[config.mk]
export PLATFORM = sky130hd
export DESIGN_NAME = mem_access_stage
export DESIGN_NICKNAME = d
export VERILOG_FILES = /design/src/rtl/mem_access_stage.sv
export SDC_FILE = /design/constraint.sdc
export NUM_CORES = 1
export LEC_CHECK = 0
export CAP_MARGIN = 20
export CORE_MARGIN = 2
export CORE_UTILIZATION = 35
export DETAILED_ROUTE_END_ITERATION = 10
export GPL_ROUTABILITY_DRIVEN = 0
export GPL_TIMING_DRIVEN = 1
export PLACE_DENSITY = 0.87
export SYNTH_ARGS = -nofsm -noshare
export SYNTH_HDL_FRONTEND = slang
export SYNTH_SLANG_ARGS = --single-unit
[constraint.sdc]
create_clock -name clk -period 1.5 [get_ports clk]
set_input_delay 0.225 -clock clk [delete_from_list [all_inputs] [get_ports clk]]
set_output_delay 0.225 -clock clk [all_outputs]
set_load 0.1 [all_outputs]
[src/rtl/mem_access_stage.sv]
// mem_access_stage: LC-3b memory-stage controller.
// Sequences LDW/LDB/STW/STB and the two-access LDI/STI, holds the pipeline
// in stall until the data memory responds, and presents aligned,
// sign-extended load data for the MEM/WB register.
//
// Ports:
//   clk, reset          pipeline clock, synchronous active-high reset
//   in_valid            EX/MEM slot holds a valid instruction
//   in_opcode[3:0]      opcode of the EX/MEM instruction
//   in_address[15:0]    effective address from EX
//   in_wdata[15:0]      store data (SR value)
//   dmem_resp           data memory completed the current request
//   dmem_rdata[15:0]    data memory read word
//   dmem_read/write     request strobes, decoded from state
//   dmem_address[15:0]  word-aligned request address
//   dmem_wdata[15:0]    write data
//   dmem_byte_enable    bit1 = high byte, bit0 = low byte
//   mem_rdata[15:0]     final load data
//   mem_stall           freeze all pipeline registers
//
// state  | meaning
// IDLE   | no access in flight; a memory op stalls and moves to FIRST
// FIRST  | access at in_address (pointer fetch for LDI/STI)
// SECOND | indirect access at the latched pointer
// DONE   | stall released for one cycle, pipeline advances
module mem_access_stage (
  input  logic        clk,
  input  logic        reset,
  input  logic        in_valid,
  input  logic [3:0]  in_opcode,
  input  logic [15:0] in_address,
  input  logic [15:0] in_wdata,
  input  logic        dmem_resp,
  input  logic [15:0] dmem_rdata,
  output logic        dmem_read,
  output logic        dmem_write,
  output logic [15:0] dmem_address,
  output logic [15:0] dmem_wdata,
  output logic [1:0]  dmem_byte_enable,
  output logic [15:0] mem_rdata,
  output logic        mem_stall
);

  localparam logic [3:0] OP_LDB = 4'b0010;
  localparam logic [3:0] OP_STB = 4'b0011;
  localparam logic [3:0] OP_LDW = 4'b0110;
  localparam logic [3:0] OP_STW = 4'b0111;
  localparam logic [3:0] OP_LDI = 4'b1010;
  localparam logic [3:0] OP_STI = 4'b1011;

  typedef enum logic [1:0] {IDLE, FIRST, SECOND, DONE} state_t;

  state_t      state;
  logic [15:1] ptr;

  logic        is_ldb, is_stb, is_ldw, is_stw, is_ldi, is_sti;
  logic        is_mem, is_ind, is_byte;
  logic [7:0]  load_byte;
  logic [15:0] load_data;

  always_comb begin
    is_ldb  = in_valid && (in_opcode == OP_LDB);
    is_stb  = in_valid && (in_opcode == OP_STB);
    is_ldw  = in_valid && (in_opcode == OP_LDW);
    is_stw  = in_valid && (in_opcode == OP_STW);
    is_ldi  = in_valid && (in_opcode == OP_LDI);
    is_sti  = in_valid && (in_opcode == OP_STI);
    is_ind  = is_ldi || is_sti;
    is_byte = is_ldb || is_stb;
    is_mem  = is_ldb || is_stb || is_ldw || is_stw || is_ind;
    load_byte = in_address[0] ? dmem_rdata[15:8] : dmem_rdata[7:0];
    load_data = is_ldb ? {{8{load_byte[7]}}, load_byte} : dmem_rdata;
  end

  always_ff @(posedge clk) begin
    if (reset) begin
      state     <= IDLE;
      ptr       <= '0;
      mem_rdata <= '0;
    end else begin
      case (state)
        IDLE: if (is_mem) state <= FIRST;
        FIRST:
          if (dmem_resp) begin
            if (is_ind) begin
              ptr   <= dmem_rdata[15:1];
              state <= SECOND;
            end else begin
              if (is_ldw || is_ldb) mem_rdata <= load_data;
              state <= DONE;
            end
          end
        SECOND:
          if (dmem_resp) begin
            if (is_ldi) mem_rdata <= dmem_rdata;
            state <= DONE;
          end
        default: state <= IDLE;
      endcase
    end
  end

  // Request outputs come straight from state so a request starts the cycle
  // the state is entered and drops the cycle after the response.
  always_comb begin
    dmem_read        = 1'b0;
    dmem_write       = 1'b0;
    dmem_address     = {in_address[15:1], 1'b0};
    dmem_wdata       = in_wdata;
    dmem_byte_enable = 2'b11;
    mem_stall        = 1'b0;
    case (state)
      IDLE: mem_stall = is_mem;
      FIRST: begin
        mem_stall  = 1'b1;
        dmem_read  = is_ldw || is_ldb || is_ind;
        dmem_write = is_stw || is_stb;
        if (is_byte) dmem_byte_enable = in_address[0] ? 2'b10 : 2'b01;
        if (is_stb) dmem_wdata = {in_wdata[7:0], in_wdata[7:0]};
      end
      SECOND: begin
        mem_stall    = 1'b1;
        dmem_address = {ptr, 1'b0};
        dmem_read    = is_ldi;
        dmem_write   = is_sti;
      end
      default: mem_stall = 1'b0;
    endcase
  end

endmodule
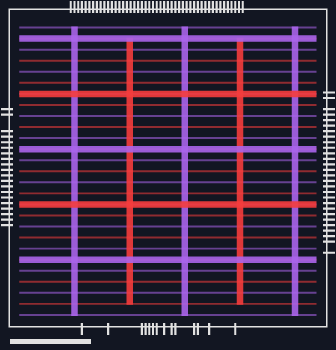
**Above:** power grid.
Scale bar: 20 um. Pins as bars on the die edge.
Key: VSS = purple; VDD = red
The core has 26 rows. 109 signal pins sit on the boundary. 27 met1 rails follow the rows. 5 straps on met4.
Placeable Area: 5172 um^2
VDD IR-drop max: 1.355 mV
Die X: 77.76 um
Die H: 77.76 um

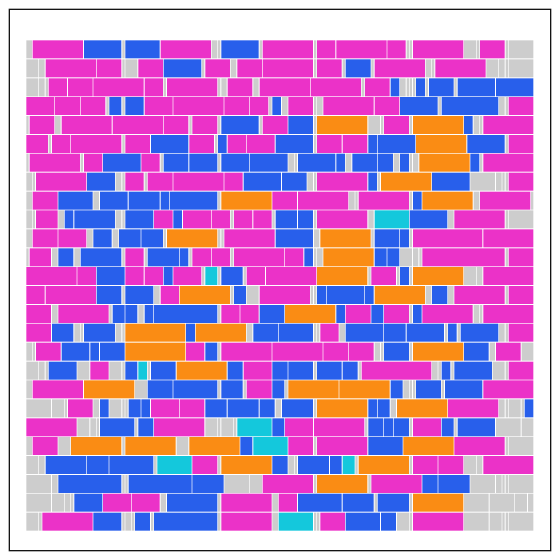
**Above:** cell classes on the final placement.
Fill, decap, tap and diode cells in grey.
Key: remaining logic cells = blue [cells 159, share of their area 35%]; remaining buffers and delay cells = magenta [cells 159, share of their area 48%]; registers = orange [cells 33, share of their area 15%]; clock drivers and dummy loads = cyan [cells 8, share of their area 1.9%]
sequential share of cell area: 14.69%
fin util: 87.93%
Std-Cell Rows: 26
Finished Cell Area: 4548 um^2

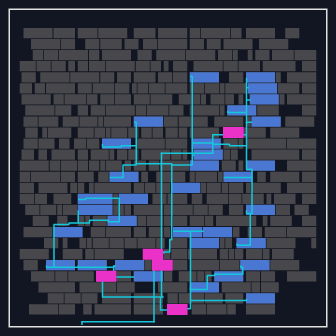
**Above:** clock wires, drivers and flops.
Key: flip-flops = blue [count 33]; clock wires = cyan [length 427 um]; clock-net drivers = magenta [count 5]
There are 6 routed clock nets.

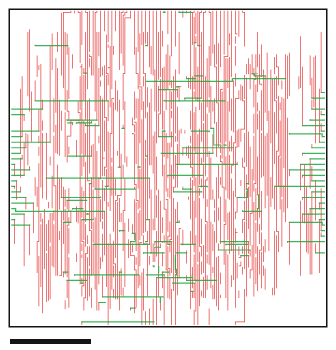
**Above:** signal wires by layer.
Scale bar: 20 um. Two of the layers only.
Key: M2 = red [wire length 5,820 um]; M3 = green [wire length 624 um]
total track usage: 31.01%
drt wl/cell: 24.61 um
Total Wirelength: 10,560 um
total number of vias: 2,439

==> run_results.csv <==
group,metric,value,unit
yosys,syn_inst,212,
pwr,maxPowerGroup,"combinational cells",
layout,dominant-cell-class,"buffers",
clocking,clock.latency.late_pin,0.29,ns
setup_path,setup.worst_path.start,"state[1]",
floorplan,num_tap_cells,70,
layout,layout.cells.most_common,"buf_12",
grt,antenna_found_initial,0,
final_timing,finalSetupViolCount,61,
yosys,edf_count,0,
yosys,synth_chip_area,1904,um^2
pwr,p_clk_share,13.2,%
layout,signal_buffers,159,
routing,via_per_inst,5.685,
setup_path,crit_fanout,8,
setup_path,cp_slowest_stage_delay,0.37,ns
setup_path,crit_path_end,"dmem_wdata[11]",
grt,use_met1,30.66,%
yosys,ys_cells,212,
setup_path,critPathSlowestCell,"dfxtp_4",
yosys,synthTopCellsByCount,"dfxtp_1, nor2_1, mux2_2",
pwr,combPwrFrac,67.3,%
final_timing,fin_skew,0.005668,ns
layout,clkbuf_count,6,
setup_path,start_kind,"flop",
routing,wl_met2,5822,um
status,violations,"setup timing",
setup_path,rr_worst_depth,9,
final_timing,holdWs,0.5147,ns
yosys,yosysWarnings,0,
pwr,p_leak,1.947,nW
clocking,cts-root-buf,"clkbuf_8",
layout,comb_cells,155,
status,status,"finished with violations",
routing,ant_nets,0,
setup_path,critPathArrivalTime,1.79,ns
yosys,logic_family,"multiplexers",
yosys,most_common_cell,"dfxtp_1",
layout,largest_reg_flops,16,
final_timing,worst_slew_pin_slew,0.5795,ns
pwr,power_density,1104,nW/um^2
pwr,switching_share,46.33,%
place,pre_cts_ws,-0.4889,ns
layout,top_regs,"mem_rdata x16, ptr x15, state x2",
place,portBuffers,107,
clocking,clockBufferDepth,2,
run,cap_violations,0,
grt,grt_pass1_vias,2586,
setup_path,reg2reg_from,"state[1]",
yosys,ys_seq_share,34.69,%
layout,top_register,"mem_rdata",
pwr,pg_comb,3.38,mW
final_timing,maxSlewHeadroom,60.96,%
hold_path,hp-class,"reg2reg",
final_timing,setup_slack,-0.5200,ns
setup_path,crit_family,"simple AND/OR/NAND/NOR gates",
setup_path,path_cells,"inv_4 -> ha_4 -> nand2b_4 -> nor3_4 -> nand2_4 -> mux2_4 -> buf_12",
yosys,topCellsByArea,"dfxtp_1, mux2_2, mux2i_1",
clocking,cts_sinks,33,
pwr,p_int,2.695,mW
final_timing,tns,-20.81,ns
layout,synthToLayoutAreaGrowth,138.8,%
setup_path,crit_cells,7,
final_timing,finalCriticalPeriod,2.020,ns
pwr,pg_clk,665,uW
grt,grt_pass1_wl,14150,um
routing,drcViolationCount,0,
setup_path,critPathKind,"reg2out",
yosys,synthDistinctLibCells,34,
pwr,p_seq,979,uW
yosys,synth_top_area_share,34.69,%
layout,diodes,0,
layout,regArea,668.1,um^2
final_timing,hold_viol,0,
setup_path,crit_buf_inv,2,
grt,top_usage_layer,"met2",
routing,wl_met1,3460,um
hold_path,hold_path.startpoint,"ptr[4]",
setup_path,end_kind,"primary output",
clocking,cts_buffers,5,
layout,clkCellAreaFrac,1.816,%
clocking,clk_pin_slew,0.07,ns
final_timing,fmax,495.1,MHz
run,openroad.warnings,32,
yosys,synth_flop_count,33,
floorplan,fp-utilization,36.82,%
layout,drive_gt1_share,53.76,%
yosys,synthMuxAreaShare,22.01,%
grt,gr-total-overflow,0,
place,dp_hpwl,5891,um
place,place_inst,408,
layout,inverters,4,
Power figures rest on the tool's default switching activity, not on a simulated workload.
